run_1/route_heat.png
12 x 12 tiles, from black (low) to pale yellow (high), scaled to the fullest tile. Values are wire area over tile area, all layers added.
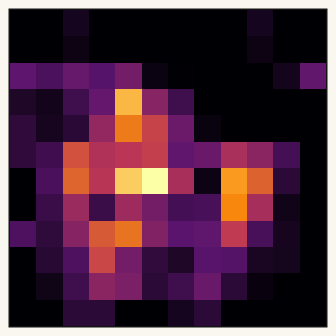
run_1/gates.png
Bar = 20 um.
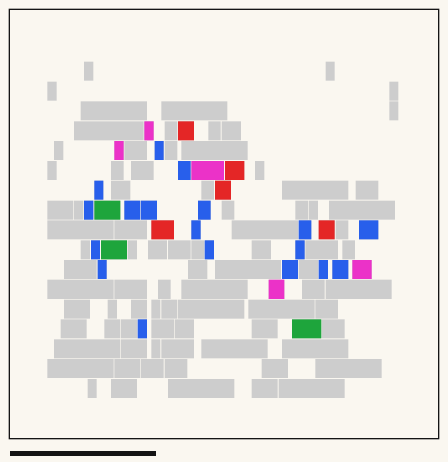
run_1/placed.png
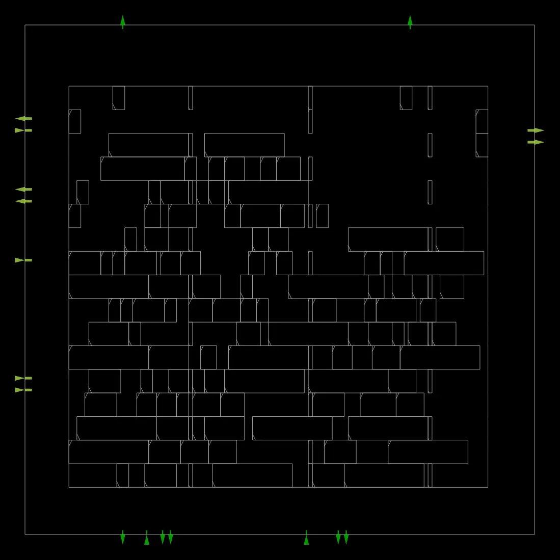
### src/rtl/traffic_pkg.sv
// Shared encodings for the highway/country traffic light controller and the
// blocks around it: light codes, request-conditioner state codes, and a helper
// that decides whether a country light value counts as red.
package traffic_pkg;

  localparam logic [1:0] RED    = 2'd0;
  localparam logic [1:0] YELLOW = 2'd1;
  localparam logic [1:0] GREEN  = 2'd2;

  // State codes are fixed so controller-side checkers can decode state_dbg.
  localparam logic [1:0] ST_IDLE  = 2'd0;
  localparam logic [1:0] ST_ARMED = 2'd1;
  localparam logic [1:0] ST_REQ   = 2'd2;
  localparam logic [1:0] ST_SERVE = 2'd3;

  typedef enum logic [1:0] {
    IDLE  = ST_IDLE,
    ARMED = ST_ARMED,
    REQ   = ST_REQ,
    SERVE = ST_SERVE
  } cond_state_e;

  // Code 3 is not a legal light; it is treated as red.
  function automatic logic light_is_red(input logic [1:0] light);
    return (light != YELLOW) && (light != GREEN);
  endfunction

endpackage

### src/rtl/sensor_debounce.sv
// Two-flop synchroniser and tick-based debouncer for the country loop
// detector. Emits a one-cycle arrive pulse on each debounced 0->1 edge.
module sensor_debounce #(
  parameter int DEB_TICKS = 4
) (
  input  logic clk,
  input  logic clear_n,
  input  logic tick,
  input  logic sensor_raw,
  output logic arrive
);

  localparam logic [3:0] CNT_LAST = 4'(DEB_TICKS - 1);

  logic       sync1;
  logic       sync2;
  logic       level;
  logic       level_d;
  logic [3:0] deb_cnt;

  // Bring the asynchronous detector into the clk domain.
  always_ff @(posedge clk or negedge clear_n) begin
    if (!clear_n) begin
      sync1 <= 1'b0;
      sync2 <= 1'b0;
    end else begin
      sync1 <= sensor_raw;
      sync2 <= sync1;
    end
  end

  // Count consecutive ticks on which the synchronised level disagrees with
  // the debounced level; adopt the new level once it has held long enough.
  always_ff @(posedge clk or negedge clear_n) begin
    if (!clear_n) begin
      level   <= 1'b0;
      deb_cnt <= 4'd0;
    end else if (tick) begin
      if (sync2 != level) begin
        if (deb_cnt == CNT_LAST) begin
          level   <= sync2;
          deb_cnt <= 4'd0;
        end else begin
          deb_cnt <= deb_cnt + 4'd1;
        end
      end else begin
        deb_cnt <= 4'd0;
      end
    end
  end

  // Delayed copy of the debounced level for edge detection.
  always_ff @(posedge clk or negedge clear_n) begin
    if (!clear_n) level_d <= 1'b0;
    else          level_d <= level;
  end

  assign arrive = level & ~level_d;

endmodule

### src/rtl/cntry_sensor_cond.sv
// Country-road request conditioner. Debounces the loop detector, latches
// arrivals, enforces a minimum highway green, and raises the request x.
// Optional served-request counter is built when CNTRY_SERVE_CNT_EN is defined.
//
// Request protocol: x is a level request. It rises only after a latched
// arrival and a full minimum highway green, and is held until the controller
// acknowledges it by showing country green, after which x drops on the next clk.
module cntry_sensor_cond #(
  parameter int DEB_TICKS     = 4,
  parameter int MIN_HWY_TICKS = 8,
  parameter int CNT_W         = 8
) (
  input  logic       clk,
  input  logic       clear_n,
  input  logic       tick,
  input  logic       sensor_raw,
  input  logic [1:0] cntry_light,
  output logic       x,
  output logic       car_waiting,
  output logic [7:0] serve_cnt,
  output logic [1:0] state_dbg
);

  import traffic_pkg::*;

  localparam logic [CNT_W-1:0] HWY_FULL = CNT_W'(MIN_HWY_TICKS);

  cond_state_e      state;
  cond_state_e      state_n;
  logic             rearm;
  logic             rearm_n;
  logic             arrive;
  logic             light_red;
  logic             hwy_full;
  logic [CNT_W-1:0] hwy_cnt;

  sensor_debounce #(
    .DEB_TICKS (DEB_TICKS)
  ) u_debounce (
    .clk        (clk),
    .clear_n    (clear_n),
    .tick       (tick),
    .sensor_raw (sensor_raw),
    .arrive     (arrive)
  );

  assign light_red = light_is_red(cntry_light);
  assign hwy_full  = (hwy_cnt == HWY_FULL);
  assign state_dbg = state;

  // Minimum highway green: count red ticks, restart whenever country is not red.
  // Preset full so a cold start may request immediately.
  always_ff @(posedge clk or negedge clear_n) begin
    if (!clear_n)                  hwy_cnt <= HWY_FULL;
    else if (!light_red)           hwy_cnt <= '0;
    else if (tick && !hwy_full)    hwy_cnt <= hwy_cnt + 1'b1;
  end

  // State, rearm flag and registered outputs decoded from the next state.
  always_ff @(posedge clk or negedge clear_n) begin
    if (!clear_n) begin
      state       <= IDLE;
      rearm       <= 1'b0;
      x           <= 1'b0;
      car_waiting <= 1'b0;
    end else begin
      state       <= state_n;
      rearm       <= rearm_n;
      x           <= (state_n == REQ);
      car_waiting <= (state_n == ARMED) || (state_n == REQ);
    end
  end

  // Next-state logic. Green in REQ wins over a simultaneous arrival; an
  // arrival seen while being served (including on the red cycle) re-arms.
  always_comb begin
    state_n = state;
    rearm_n = rearm;
    case (state)
      IDLE:  if (arrive) state_n = ARMED;
      ARMED: if (hwy_full) state_n = REQ;
      REQ:   if (cntry_light == GREEN) state_n = SERVE;
      SERVE: begin
        if (light_red) begin
          state_n = (rearm || arrive) ? ARMED : IDLE;
          rearm_n = 1'b0;
        end else if (arrive) begin
          rearm_n = 1'b1;
        end
      end
      default: state_n = IDLE;
    endcase
  end

`ifdef CNTRY_SERVE_CNT_EN
  logic [7:0] serve_q;

  // Count REQ->SERVE handoffs, saturating at 255.
  always_ff @(posedge clk or negedge clear_n) begin
    if (!clear_n)
      serve_q <= 8'd0;
    else if ((state == REQ) && (state_n == SERVE) && (serve_q != 8'hFF))
      serve_q <= serve_q + 8'd1;
  end

  assign serve_cnt = serve_q;
`else
  assign serve_cnt = 8'd0;
`endif

endmodule
### config.mk
export PLATFORM = sky130hd
export DESIGN_NAME = cntry_sensor_cond
export DESIGN_NICKNAME = d
export VERILOG_FILES = /design/src/rtl/traffic_pkg.sv /design/src/rtl/sensor_debounce.sv /design/src/rtl/cntry_sensor_cond.sv
export SDC_FILE = /design/constraint.sdc
export NUM_CORES = 1
export LEC_CHECK = 0
export ABC_CLOCK_PERIOD_IN_PS = 4500
export CORE_MARGIN = 5
export CORE_UTILIZATION = 45
export DETAILED_ROUTE_END_ITERATION = 12
export PLACE_DENSITY = 0.69
export RECOVER_POWER = 100
export SETUP_SLACK_MARGIN = 0.05
export SYNTH_ARGS = -nofsm -noshare
export SYNTH_HDL_FRONTEND = slang
export SYNTH_SLANG_ARGS = --single-unit
### constraint.sdc
create_clock -name clk -period 4.5 [get_ports clk]
set_input_delay 0.9 -clock clk [delete_from_list [all_inputs] [get_ports clk]]
set_output_delay 0.9 -clock clk [all_outputs]
set_load 0.02 [all_outputs]
==> results_slide.txt, run 1 <==
Synthesis and Place & Route Summary

Hold path
  • Worst min-delay path class: reg2reg

Route
  • Drt wl/cell: 12.3 um
  • # DRC: 0
  • Routed Antenna Nets: 0

Yosys
  • Synth area leaders: dfrtp_1 47%, ha_1 5.9%, buf_4 5.6%
  • Seq/Total Area, Yosys: 49.3%
  • Leading area contributor after synthesis: dfrtp_1
  • Dominant flop cell: dfrtp_1
  • Synth async-reset ratio: 100%

Floorplan
  • Die height: 58.7 um
  • Core Area: 2230 um^2

Placement
  • Buffers added on ports: 9
  • Cell area after placement: 1150 um^2
  • Dpl cells: 138

Timing
  • Clock skew: 1.47 ps
  • Final Cycle Share: 54.6%
  • Fin. max-slew vios: 0
  • Final min period: 2460 ps

Clocking
  • CTS tree: built
  • Clock H-tree levels: 1
  • CTS resizes: 0
  • Clock Path Buffers: 2
  • Post-CTS setup repair buffer count: 0

Pwr
  • Switch share: 35.8%
  • Comb pwr share: 31.7%

Worst setup path
  • Reg2reg path depth: 7
  • Crit-path max FO: 8
  • CP required: 4760 ps
  • Crit start category: input port
  • Reg-to-reg endpoint: car_waiting
  • Crit path kind: in2reg
  • Worst reg2reg startpoint: hwy_cnt[0]

Flow run
  • OpenROAD warning count: 27

Global route
  • Number of global-route vias before repair: 687
  • Antenna violations before repair: 0

Final layout
  • Cell area after layout: 1180 um^2

Status
  • Status: finished clean
## Picture notes: route_heat.png
- densest ninth of the die: centre
- fullest tile: 0.44
- tiles over half the peak: 10%
- mean over tiles: 0.080

## Picture notes: gates.png
- magenta: nor cells (cells 5; most used nor2_1)
- green: mux cells (cells 3; most used mux2i_1)
- blue: nand cells (cells 18; most used nand2_1)
- red: and/or cells (cells 5; most used or3_1; where centre)

## Picture notes: placed.png
final std cells w/o fill: 142
row count: 17
Flops: 21
Tapcell Cnt: 28

## run 1: logic make-up after synthesis
group / count (synthesis) / share of synthesized area, %
AND/OR/NAND/NOR: 28 / 14.4
AND-OR/OR-AND: 24 / 14.8
flip-flops: 21 / 49.3
buffers and inverters: 18 / 9.13
adder cells (fa/ha/maj): 5 / 5.85
XOR/XNOR: 4 / 3.28
multiplexers: 3 / 2.93
other: 1 / 0.351
## run 1: cells in the final DEF (no fill, tap or decap), types with 4 or more instances in the layout
| master | instances |
|---|---|
| ha_1 | 5 |
| dfrtp_1 | 20 |
| conb_1 | 8 |
| a31oi_1 | 4 |
| a21oi_1 | 5 |
| inv_1 | 8 |
| o21ai_0 | 5 |
| nand2_1 | 10 |
| dlygate4sd3_1 | 8 |
## run 1: area by class of cell
| cell class | count | area [um^2] |
|---|---|---|
| clock buffers | 3 | 22.5 |
| flip-flops and latches | 21 | 527 |
| well taps | 28 | 35.0 |
| repair buffers | 9 | 90.1 |
| clock inverters | 1 | 5.00 |
| inverters | 8 | 30.0 |
| multi-input cells | 72 | 470 |
| fillers | 198 | 1050 |
## run 1: worst min-delay path by stage
stage | from | to | slack (ps) | cells after the start
2_1_floorplan | u_debounce.sync1 | u_debounce.sync2 | 330 | 0
3_3_place_gp | u_debounce.sync1 | u_debounce.sync2 | 330 | 0
3_5_place_dp | u_debounce.sync1 | u_debounce.sync2 | 340 | 0
4_1_cts | u_debounce.sync1 | u_debounce.sync2 | 370 | 0
5_1_grt | u_debounce.sync1 | u_debounce.sync2 | 380 | 0
6_report | u_debounce.sync1 | u_debounce.sync2 | 360 | 0
## run 1: worst max-delay path, stage by stage
cell	delay (ps)
dlygate4sd3_1	520
inv_1	40
ha_1	400
nand2_1	80
o32ai_1	330
o2bb2ai_1	160
ha_1	240
inv_1	50
## run 1: routing by layer
metal	track usage, %	vias to the layer above	routed length (um)
met5	0	-	0
met4	3.88	0	23
met3	3.29	2	82
met2	17.0	16	795
met1	14.5	346	843
li1	-	371	-
## run 1: power by group through the flow
stage | logic (mW) | clock network [mW] | registers, mW
2_1_floorplan | 0.101 | 0 | 0.279
3_3_place_gp | 0.167 | 0 | 0.265
3_5_place_dp | 0.172 | 0 | 0.266
4_1_cts | 0.173 | 0.0952 | 0.262
5_1_grt | 0.190 | 0.104 | 0.269
6_report | 0.164 | 0.0913 | 0.262
## run 1: registers in the layout (all words and copies together) (netlist names)
register	flops
car_waiting	1
u_debounce.sync2	1
u_debounce.deb_cnt	4
x	1
u_debounce.level	1
hwy_cnt	8
u_debounce.sync1	1
state_dbg	2
u_debounce.level_d	1
rearm	1
## run 1: through the flow
step | hold slack [ps] | setup slack [ps] | util [%]
6_report | 364 | 2040 | 52.8
2_1_floorplan | 331 | 2250 | -
4_1_cts | 368 | 2120 | 52.8
3_3_place_gp | 333 | 1830 | 51.6
3_5_place_dp | 339 | 1770 | 51.6
5_1_grt | 382 | 1890 | 52.8
run_1/clock_wires.png
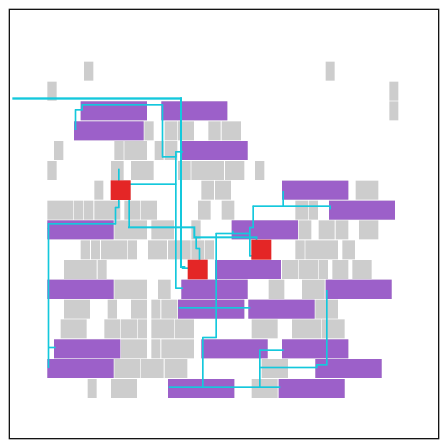

==> inputs of run 2 (changes only) <==
--- a/config.mk
+++ b/config.mk
@@ -5,7 +5,7 @@
 export SDC_FILE = /design/constraint.sdc
 export NUM_CORES = 1
 export LEC_CHECK = 0
-export ABC_CLOCK_PERIOD_IN_PS = 4500
+export ABC_CLOCK_PERIOD_IN_PS = 2470
 export CORE_MARGIN = 5
 export CORE_UTILIZATION = 45
 export DETAILED_ROUTE_END_ITERATION = 12
==> constraint.sdc (replaced) <==
create_clock -name clk -period 2.47 [get_ports clk]
set_input_delay 0.494 -clock clk [delete_from_list [all_inputs] [get_ports clk]]
set_output_delay 0.494 -clock clk [all_outputs]
set_load 0.02 [all_outputs]
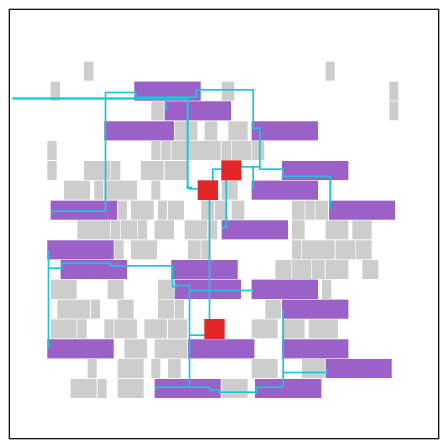
run_2/clock_wires.png
- red: clock-net drivers (count 3)
- purple: flip-flops (count 21)
- cyan: clock wires (length 249 um)
- routed clock nets: 4

==> run 2 against run 1 <==
  * Clock power rose by 75%
  * Critical endpoint is now state_dbg[1]
  * Highest routed layer unchanged
  * Sequential share of layout area fell by 0.42 points
  * Largest cell class unchanged
  * Synthesized area did not move
  * Register-to-register slack got worse by 2000 ps
  * Critical path type is now reg2out
==> results_slide.txt, run 2 <==
Synthesis and Place & Route Summary

Worst setup path
  • Crit start category: flop
  • CP Buf/Inv Count: 1
  • Max stage delay on crit path: 710 ps
  • Crit-path max FO: 8
  • CP required: 1980 ps
  • Crit-path cells: dlygate4sd3_1
  • Kind of cell adding the most delay to the critical path: buffers and inverters

Pwr
  • Comb pwr share: 31.6%
  • Switch share: 35.4%

Global route
  • Antenna violations before repair: 0
  • Number of global-route vias before repair: 700

Route
  • Drt wl/cell: 11.8 um
  • # DRC: 0
  • Met1 wire length: 830 um
  • Routed Antenna Nets: 0
  • Met3 routed WL: 66 um
  • Met2 wire length: 801 um
  • Top sig layer: met4

Floorplan
  • Core Area: 2230 um^2

Final layout
  • Largest register FFs: 8
  • Fillers: 203
  • Most numerous logic cells after layout: 20 x dfrtp_1, 10 x nand2_1, 8 x inv_1, 8 x conb_1, 8 x dlygate4sd3_1
  • Comb area: 470 um^2
  • Biggest register: hwy_cnt
  • Most frequent logic cell in the layout: dfrtp_1
  • Flop area: 527 um^2

Placement
  • Buffers added on ports: 9
  • Post-place setup slack: 312 ps

Yosys
  • Synth area leaders: dfrtp_1 47%, ha_1 5.9%, buf_4 5.6%
  • Seq/Total Area, Yosys: 49.3%

Clocking
  • Clock H-tree levels: 1
  • CTS resizes: 0
  • Post-CTS setup repair buffer count: 0

Timing
  • Final Cycle Share: 80.6%
  • Final min period: 1990 ps
  • Fin. max-slew vios: 0

Hold path
  • Worst min-delay path class: reg2reg

Flow run
  • OpenROAD warning count: 27

Status
  • Status: finished clean
run 2: layer usage:
metal | vias to the layer above | track usage (%)
li1 | 379 | -
met1 | 357 | 15.6
met2 | 11 | 17.8
met3 | 2 | 2.63
met4 | 0 | 4.85
met5 | - | 0
run 2: logic make-up after synthesis:
logic type / after synthesis / share of synthesized area (%)
fa+ha+maj: 5 / 5.85
other cells: 1 / 0.351
buf+inv: 18 / 9.13
xor+xnor: 4 / 3.28
flops: 21 / 49.3
simple gates: 28 / 14.4
mux: 3 / 2.93
compound gates: 24 / 14.8
run 2: cell type report:
class / instances / area share [%]
Clock buffer: 3 / 1.89
Clock inverter: 1 / 0.420
Inverter: 8 / 2.52
Multi-Input combinational cell: 72 / 39.5
Sequential cell: 21 / 44.2
Tap cell: 28 / 2.94
Timing Repair Buffer: 12 / 8.51
run 2: per-stage QoR:
step | util (%) | std cells | area, um^2 | total power [mW] | hold slack [ps]
after detailed placement | 52.6 | 141 | 1170 | 0.801 | 345
after global placement | 52.6 | 141 | 1170 | 0.791 | 333
after floorplan | - | 111 | 1090 | 0.691 | 198
after global routing | 53.3 | 145 | 1190 | 1.02 | 395
after CTS | 53.8 | 145 | 1200 | 0.972 | 376
final | 53.3 | 145 | 1190 | 0.937 | 370
run 2: worst paths after layout:
| check | start | end | depth (start not counted) |
|---|---|---|---|
| max | state_dbg[1] | state_dbg[1] | 1 |
| min | u_debounce.sync1 | u_debounce.sync2 | 0 |
| max reg2reg | hwy_cnt[5] | car_waiting | 5 |
| min reg2reg | u_debounce.sync1 | u_debounce.sync2 | 0 |
| max in group asynchronous | clear_n | u_debounce.deb_cnt[1] | 2 |
| min in group asynchronous | clear_n | state_dbg[0] | 2 |
run 2: power by group through the flow:
stage	Clock (mW)	Combinational (mW)	Sequential, mW
floorplan	0	0.184	0.507
CTS	0.176	0.315	0.482
global route	0.191	0.340	0.492
global placement	0	0.308	0.483
detailed placement	0	0.314	0.488
finish	0.160	0.296	0.481
No activity file was given, so power comes from the tool's default toggle rates.
